**config.mk**
```make
export PLATFORM = sky130hd
export DESIGN_NAME = l1d_mshr_controller
export DESIGN_NICKNAME = d
export VERILOG_FILES = /design/src/rtl/l1d_mshr_controller.sv
export SDC_FILE = /design/constraint.sdc
export NUM_CORES = 2
export LEC_CHECK = 0
export CORE_MARGIN = 3
export CORE_UTILIZATION = 55
export CTS_BUF_LIST = sky130_fd_sc_hd__clkbuf_16
export DETAILED_ROUTE_END_ITERATION = 10
export HOLD_SLACK_MARGIN = 0.02
export PLACE_DENSITY_LB_ADDON = 0.05
export SYNTH_ARGS = -nofsm -noshare
export SYNTH_HDL_FRONTEND = slang
export SYNTH_SLANG_ARGS = --single-unit
```
**constraint.sdc**
```tcl
create_clock -name clk_in -period 23.6 [get_ports clk_in]
set_clock_uncertainty 0.1 [all_clocks]
set_input_delay 5.9 -clock clk_in [delete_from_list [all_inputs] [get_ports clk_in]]
set_output_delay 5.9 -clock clk_in [all_outputs]
set_load 0.005 [all_outputs]
```
**src/rtl/l1d_mshr_controller.sv**
```systemverilog
`default_nettype none
// ============================================================================
// Module   : l1d_mshr_controller
// Desc     : L1 data-cache miss-status controller. Tracks outstanding line
//            misses, merges secondary misses into the owning entry, issues
//            one lower-cache line request per primary miss and replays the
//            queued targets in arrival order once the line is filled.
// Options  : L1D_MSHR_STATS_EN adds saturating primary/merge/stall counters.
// Revision : 1.0 - initial release
// ============================================================================
module l1d_mshr_controller #(
   parameter int B          = 64,
   parameter int PADDR_BITS = 22,
   parameter int MSHR_COUNT = 4,
   parameter int TARGETS    = 4,
   parameter int TAG_BITS   = 10
) (
   input  logic                  clk_in,
   input  logic                  rst_N_in,
   input  logic                  miss_valid_in,
   output logic                  miss_ready_out,
   input  logic [PADDR_BITS-1:0] miss_paddr_in,
   input  logic                  miss_we_in,
   input  logic [63:0]           miss_data_in,
   input  logic [TAG_BITS-1:0]   miss_tag_in,
   output logic                  lc_req_valid_out,
   input  logic                  lc_req_ready_in,
   output logic [PADDR_BITS-1:0] lc_req_addr_out,
   input  logic                  fill_valid_in,
   output logic                  fill_ready_out,
   input  logic [PADDR_BITS-1:0] fill_addr_in,
   output logic                  replay_valid_out,
   input  logic                  replay_ready_in,
   output logic [PADDR_BITS-1:0] replay_paddr_out,
   output logic                  replay_we_out,
   output logic [63:0]           replay_data_out,
   output logic [TAG_BITS-1:0]   replay_tag_out,
`ifdef L1D_MSHR_STATS_EN
   output logic [31:0]           stat_primary_out,
   output logic [31:0]           stat_merge_out,
   output logic [31:0]           stat_stall_out,
`endif
   output logic                  full_out,
   output logic                  busy_out
);

   localparam int c_OFF_BITS  = $clog2(B);
   localparam int c_LINE_BITS = PADDR_BITS - c_OFF_BITS;
   localparam int c_ENT_W     = (MSHR_COUNT > 1) ? $clog2(MSHR_COUNT) : 1;
   localparam int c_IDX_W     = (TARGETS > 1) ? $clog2(TARGETS) : 1;
   localparam int c_CNT_W     = $clog2(TARGETS + 1);
   localparam logic [c_CNT_W-1:0] c_CNT_MAX = c_CNT_W'(TARGETS);

   typedef enum logic [1:0] {
      S_FREE   = 2'd0,
      S_ISSUE  = 2'd1,
      S_WAIT   = 2'd2,
      S_REPLAY = 2'd3
   } entry_state_t;

   // Entry storage
   entry_state_t          r_state     [MSHR_COUNT];
   entry_state_t          w_state_nxt [MSHR_COUNT];
   logic [c_LINE_BITS-1:0] r_line     [MSHR_COUNT];
   logic [c_CNT_W-1:0]    r_count     [MSHR_COUNT];
   logic [PADDR_BITS-1:0] r_t_paddr   [MSHR_COUNT][TARGETS];
   logic                  r_t_we      [MSHR_COUNT][TARGETS];
   logic [63:0]           r_t_data    [MSHR_COUNT][TARGETS];
   logic [TAG_BITS-1:0]   r_t_tag     [MSHR_COUNT][TARGETS];

   // Lower-cache request register and replay pointer
   logic                  r_lc_valid;
   logic [PADDR_BITS-1:0] r_lc_addr;
   logic [c_ENT_W-1:0]    r_lc_ent;
   logic [c_ENT_W-1:0]    r_rp_ent;
   logic [c_IDX_W-1:0]    r_rp_idx;

   // Lookup results
   logic [c_LINE_BITS-1:0] w_miss_line;
   logic [c_LINE_BITS-1:0] w_fill_line;
   logic [c_OFF_BITS-1:0]  w_fill_off_unused;
   logic                   w_hit, w_free_found, w_issue_found, w_fill_hit;
   logic                   w_any_replay, w_any_busy;
   logic [c_ENT_W-1:0]     w_hit_ent, w_free_ent, w_issue_ent, w_fill_ent;
   logic                   w_hit_open;
   logic [c_IDX_W-1:0]     w_merge_slot;
   logic                   w_miss_fire, w_alloc, w_merge;
   logic                   w_lc_fire, w_fill_fire, w_rp_valid, w_rp_fire, w_rp_last;

   assign w_miss_line       = miss_paddr_in[PADDR_BITS-1:c_OFF_BITS];
   assign w_fill_line       = fill_addr_in[PADDR_BITS-1:c_OFF_BITS];
   assign w_fill_off_unused = fill_addr_in[c_OFF_BITS-1:0];

   // Associative search over all entries for miss/fill matches and free/issue picks
   always_comb begin
      w_hit         = 1'b0;
      w_hit_ent     = '0;
      w_free_found  = 1'b0;
      w_free_ent    = '0;
      w_issue_found = 1'b0;
      w_issue_ent   = '0;
      w_fill_hit    = 1'b0;
      w_fill_ent    = '0;
      w_any_replay  = 1'b0;
      w_any_busy    = 1'b0;
      for (int i = 0; i < MSHR_COUNT; i++) begin
         if (r_state[i] != S_FREE) begin
            w_any_busy = 1'b1;
            if (r_line[i] == w_miss_line) begin
               w_hit     = 1'b1;
               w_hit_ent = c_ENT_W'(i);
            end
         end
         if ((r_state[i] == S_FREE) && !w_free_found) begin
            w_free_found = 1'b1;
            w_free_ent   = c_ENT_W'(i);
         end
         if ((r_state[i] == S_ISSUE) && !w_issue_found) begin
            w_issue_found = 1'b1;
            w_issue_ent   = c_ENT_W'(i);
         end
         if ((r_state[i] == S_WAIT) && (r_line[i] == w_fill_line) && !w_fill_hit) begin
            w_fill_hit = 1'b1;
            w_fill_ent = c_ENT_W'(i);
         end
         if (r_state[i] == S_REPLAY) begin
            w_any_replay = 1'b1;
         end
      end
   end

   // A matching entry absorbs the miss only before its line comes back and while slots remain
   assign w_hit_open     = ((r_state[w_hit_ent] == S_ISSUE) || (r_state[w_hit_ent] == S_WAIT)) &&
                           (r_count[w_hit_ent] < c_CNT_MAX);
   assign miss_ready_out = w_hit ? w_hit_open : w_free_found;
   assign w_miss_fire    = miss_valid_in & miss_ready_out;
   assign w_alloc        = w_miss_fire & ~w_hit;
   assign w_merge        = w_miss_fire & w_hit;
   assign w_merge_slot   = r_count[w_hit_ent][c_IDX_W-1:0];

   assign w_lc_fire      = r_lc_valid & lc_req_ready_in;
   assign fill_ready_out = ~w_any_replay;
   assign w_fill_fire    = fill_valid_in & fill_ready_out;

   // Only one entry can be in REPLAY, so a single pointer tracks it
   assign w_rp_valid = (r_state[r_rp_ent] == S_REPLAY);
   assign w_rp_fire  = w_rp_valid & replay_ready_in;
   assign w_rp_last  = ((c_CNT_W'(r_rp_idx) + c_CNT_W'(1)) == r_count[r_rp_ent]);

   // Entry next-state: each event targets an entry in a distinct state, so they never collide
   always_comb begin
      for (int i = 0; i < MSHR_COUNT; i++) begin
         w_state_nxt[i] = r_state[i];
      end
      if (w_alloc) begin
         w_state_nxt[w_free_ent] = S_ISSUE;
      end
      if (w_lc_fire) begin
         w_state_nxt[r_lc_ent] = S_WAIT;
      end
      if (w_fill_fire && w_fill_hit) begin
         w_state_nxt[w_fill_ent] = S_REPLAY;
      end
      if (w_rp_fire && w_rp_last) begin
         w_state_nxt[r_rp_ent] = S_FREE;
      end
   end

   // Entry state register
   always_ff @(posedge clk_in or negedge rst_N_in) begin
      if (!rst_N_in) begin
         for (int i = 0; i < MSHR_COUNT; i++) begin
            r_state[i] <= S_FREE;
         end
      end else begin
         for (int i = 0; i < MSHR_COUNT; i++) begin
            r_state[i] <= w_state_nxt[i];
         end
      end
   end

   // Target counts: set on allocation, bumped on merge, cleared when the entry frees
   always_ff @(posedge clk_in or negedge rst_N_in) begin
      if (!rst_N_in) begin
         for (int i = 0; i < MSHR_COUNT; i++) begin
            r_count[i] <= '0;
         end
      end else begin
         if (w_alloc) begin
            r_count[w_free_ent] <= c_CNT_W'(1);
         end
         if (w_merge) begin
            r_count[w_hit_ent] <= r_count[w_hit_ent] + c_CNT_W'(1);
         end
         if (w_rp_fire && w_rp_last) begin
            r_count[r_rp_ent] <= '0;
         end
      end
   end

   // Line address and target payload; only meaningful while the entry is not FREE
   always_ff @(posedge clk_in) begin
      if (w_alloc) begin
         r_line[w_free_ent]       <= w_miss_line;
         r_t_paddr[w_free_ent][0] <= miss_paddr_in;
         r_t_we[w_free_ent][0]    <= miss_we_in;
         r_t_data[w_free_ent][0]  <= miss_data_in;
         r_t_tag[w_free_ent][0]   <= miss_tag_in;
      end
      if (w_merge) begin
         r_t_paddr[w_hit_ent][w_merge_slot] <= miss_paddr_in;
         r_t_we[w_hit_ent][w_merge_slot]    <= miss_we_in;
         r_t_data[w_hit_ent][w_merge_slot]  <= miss_data_in;
         r_t_tag[w_hit_ent][w_merge_slot]   <= miss_tag_in;
      end
   end

   // Single outstanding lower-cache request, held stable until accepted
   always_ff @(posedge clk_in or negedge rst_N_in) begin
      if (!rst_N_in) begin
         r_lc_valid <= 1'b0;
         r_lc_addr  <= '0;
         r_lc_ent   <= '0;
      end else if (w_lc_fire) begin
         r_lc_valid <= 1'b0;
      end else if (!r_lc_valid && w_issue_found) begin
         r_lc_valid <= 1'b1;
         r_lc_addr  <= {r_line[w_issue_ent], {c_OFF_BITS{1'b0}}};
         r_lc_ent   <= w_issue_ent;
      end
   end

   // Replay pointer: restarts at slot 0 on a matching fill, advances per accepted beat
   always_ff @(posedge clk_in or negedge rst_N_in) begin
      if (!rst_N_in) begin
         r_rp_ent <= '0;
         r_rp_idx <= '0;
      end else if (w_fill_fire && w_fill_hit) begin
         r_rp_ent <= w_fill_ent;
         r_rp_idx <= '0;
      end else if (w_rp_fire) begin
         r_rp_idx <= r_rp_idx + c_IDX_W'(1);
      end
   end

   assign lc_req_valid_out = r_lc_valid;
   assign lc_req_addr_out  = r_lc_addr;
   assign replay_valid_out = w_rp_valid;
   assign replay_paddr_out = w_rp_valid ? r_t_paddr[r_rp_ent][r_rp_idx] : '0;
   assign replay_we_out    = w_rp_valid ? r_t_we[r_rp_ent][r_rp_idx]    : 1'b0;
   assign replay_data_out  = w_rp_valid ? r_t_data[r_rp_ent][r_rp_idx]  : 64'd0;
   assign replay_tag_out   = w_rp_valid ? r_t_tag[r_rp_ent][r_rp_idx]   : '0;
   assign full_out         = ~w_free_found;
   assign busy_out         = w_any_busy;

`ifdef L1D_MSHR_STATS_EN
   logic [31:0] r_stat_primary;
   logic [31:0] r_stat_merge;
   logic [31:0] r_stat_stall;

   // Saturating miss-path event counters
   always_ff @(posedge clk_in or negedge rst_N_in) begin
      if (!rst_N_in) begin
         r_stat_primary <= 32'd0;
         r_stat_merge   <= 32'd0;
         r_stat_stall   <= 32'd0;
      end else begin
         if (w_alloc && (r_stat_primary != 32'hFFFF_FFFF)) begin
            r_stat_primary <= r_stat_primary + 32'd1;
         end
         if (w_merge && (r_stat_merge != 32'hFFFF_FFFF)) begin
            r_stat_merge <= r_stat_merge + 32'd1;
         end
         if (miss_valid_in && !miss_ready_out && (r_stat_stall != 32'hFFFF_FFFF)) begin
            r_stat_stall <= r_stat_stall + 32'd1;
         end
      end
   end

   assign stat_primary_out = r_stat_primary;
   assign stat_merge_out   = r_stat_merge;
   assign stat_stall_out   = r_stat_stall;
`endif

endmodule
`default_nettype wire

```
### Where the registers sit

Drawn at 1.5 px/um.
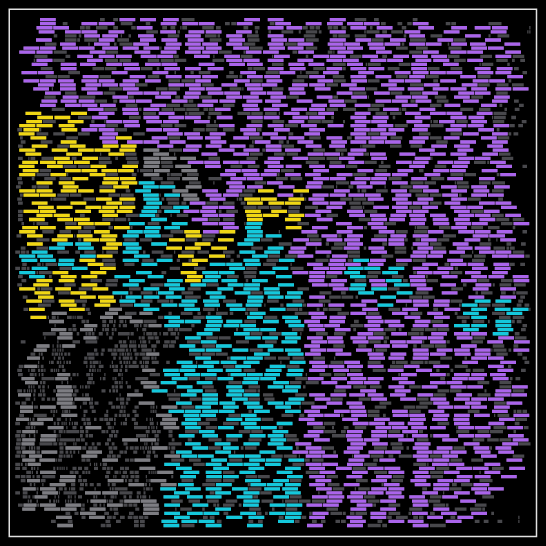
Key: r_t_tag = yellow [sequential cells 160]; r_t_paddr = cyan [sequential cells 352]; r_t_data = purple [sequential cells 1024, where widely spread]
Another 123 sequential cells are not coloured.
register fraction of the total cell area: 66.3%
register area: 0.0496 mm2
Seq group: 3.48 mW
Finished Core Util: 63.9%

### Wiring by layer

Drawn at 1 px/um. Two of the layers only.
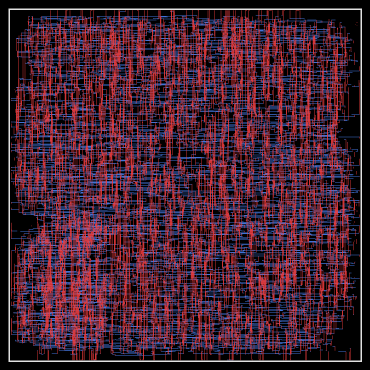
Key: met2 = red [wire length 75.4 mm]; met1 = blue [wire length 63.0 mm]
final routed wirelength across all metal layers: 151000 um
total track usage: 25.3%
wire length per cell after detailed routing: 30.7 um

==> GITHUB_STEP_SUMMARY <==
## Implementation flow summary

| Metric | Value |
|---|---|
| Antenna violation net count after detailed routing | 0 |
| Area-dominant class | registers |
| Required time at the worst-slack endpoint | 17.60 ns |
| Cell total in the yosys stat output | 2956 |
| Tapcell Cnt | 1524 |
| Clock insertion delay at the later pin of the skew report | 0.77 ns |
| Number of non-clock inverters | 16 |
| Layout cell share with drive strength beyond 1 | 23.5% |
| Diode count | 6 |
| Global-route congestion overflow total | 0 |
| DP Cell Count | 4625 |
| Flip-flops with a built-in enable | 1616 |
| Launch instance of the worst min-delay path | lc_req_addr_out[13]$_DFFE_PN0P_ |
| Iter 0 DRT Violations | 3126 |
| Worst Setup Path Type | primary input to output pin |
| Metal-1 WL | 63000 um |
| Status | complete, no violations |
| Clk buf depth | 3 |
| Number of antenna violations at the first check in global routing | 15 |
| Post-Synthesis Mean Instance Area | 22.1 um2 |
| Max-slew violation total from the final report | 0 |
| Main area contributors | edfxtp_1 74%, mux4_2 17%, dfrtp_1 1.6% |
| Worst-case headroom to the max-slew limit | 16.4% |
| Cell type of the slowest stage on the worst timing path | clkdlybuf4s50_1 |
-- layout by cell type (no fill, tap or decap), types with 16 or more instances in the layout --
cell type	n
buf_4	52
nand4_1	19
nor4_1	21
xnor2_1	71
xor2_1	62
edfxtp_1	1616
o21ai_0	42
nor2_1	80
and2_1	105
clkdlybuf4s50_1	236
clkinv_1	50
mux4_2	488
nand2_1	72
dfrtp_1	39
a21oi_1	16
inv_1	51
nand3_1	36
clkbuf_16	175
clkinv_2	25
-- worst max-delay path: cells and delay by family --
family | cells | cell delay (ns)
AND-OR/OR-AND | 5 | 1.33
XOR/XNOR | 1 | 0.37
buffers and inverters | 2 | 1.58
AND/OR/NAND/NOR | 2 | 1.14
-- cell families after synthesis --
| logic type | share of synthesized area (%) |
|---|---|
| buffers and inverters | 1.03 |
| flip-flops | 76.0 |
| other | 0.00575 |
| AND/OR/NAND/NOR | 3.20 |
| AND-OR/OR-AND | 1.01 |
| XOR/XNOR | 1.78 |
| multiplexers | 16.9 |
| adder cells (fa/ha/maj) | 0.0959 |
-- worst paths after layout --
kind	to	slack, ns	depth (start not counted)
setup / recovery	miss_ready_out	7.26	10
hold / removal	lc_req_addr_out[13]$_DFFE_PN0P_	0.40	2
setup reg to reg	r_t_data[1][204]$_DFFE_PP_	17.53	10
hold reg to reg	lc_req_addr_out[13]$_DFFE_PN0P_	0.40	2
max in group asynchronous	r_rp_ent[1]$_DFFE_PN0P_	17.48	1
min in group asynchronous	lc_req_addr_out[17]$_DFFE_PN0P_	5.19	1
-- report_power, final --
group	switching (mW)	internal (mW)	leakage, nW
Sequential	0.0849	3.40	15.1
Clock	1.07	1.43	2.71
Combinational	0.605	0.503	5.34
Power is estimated from default activity; no workload was simulated.
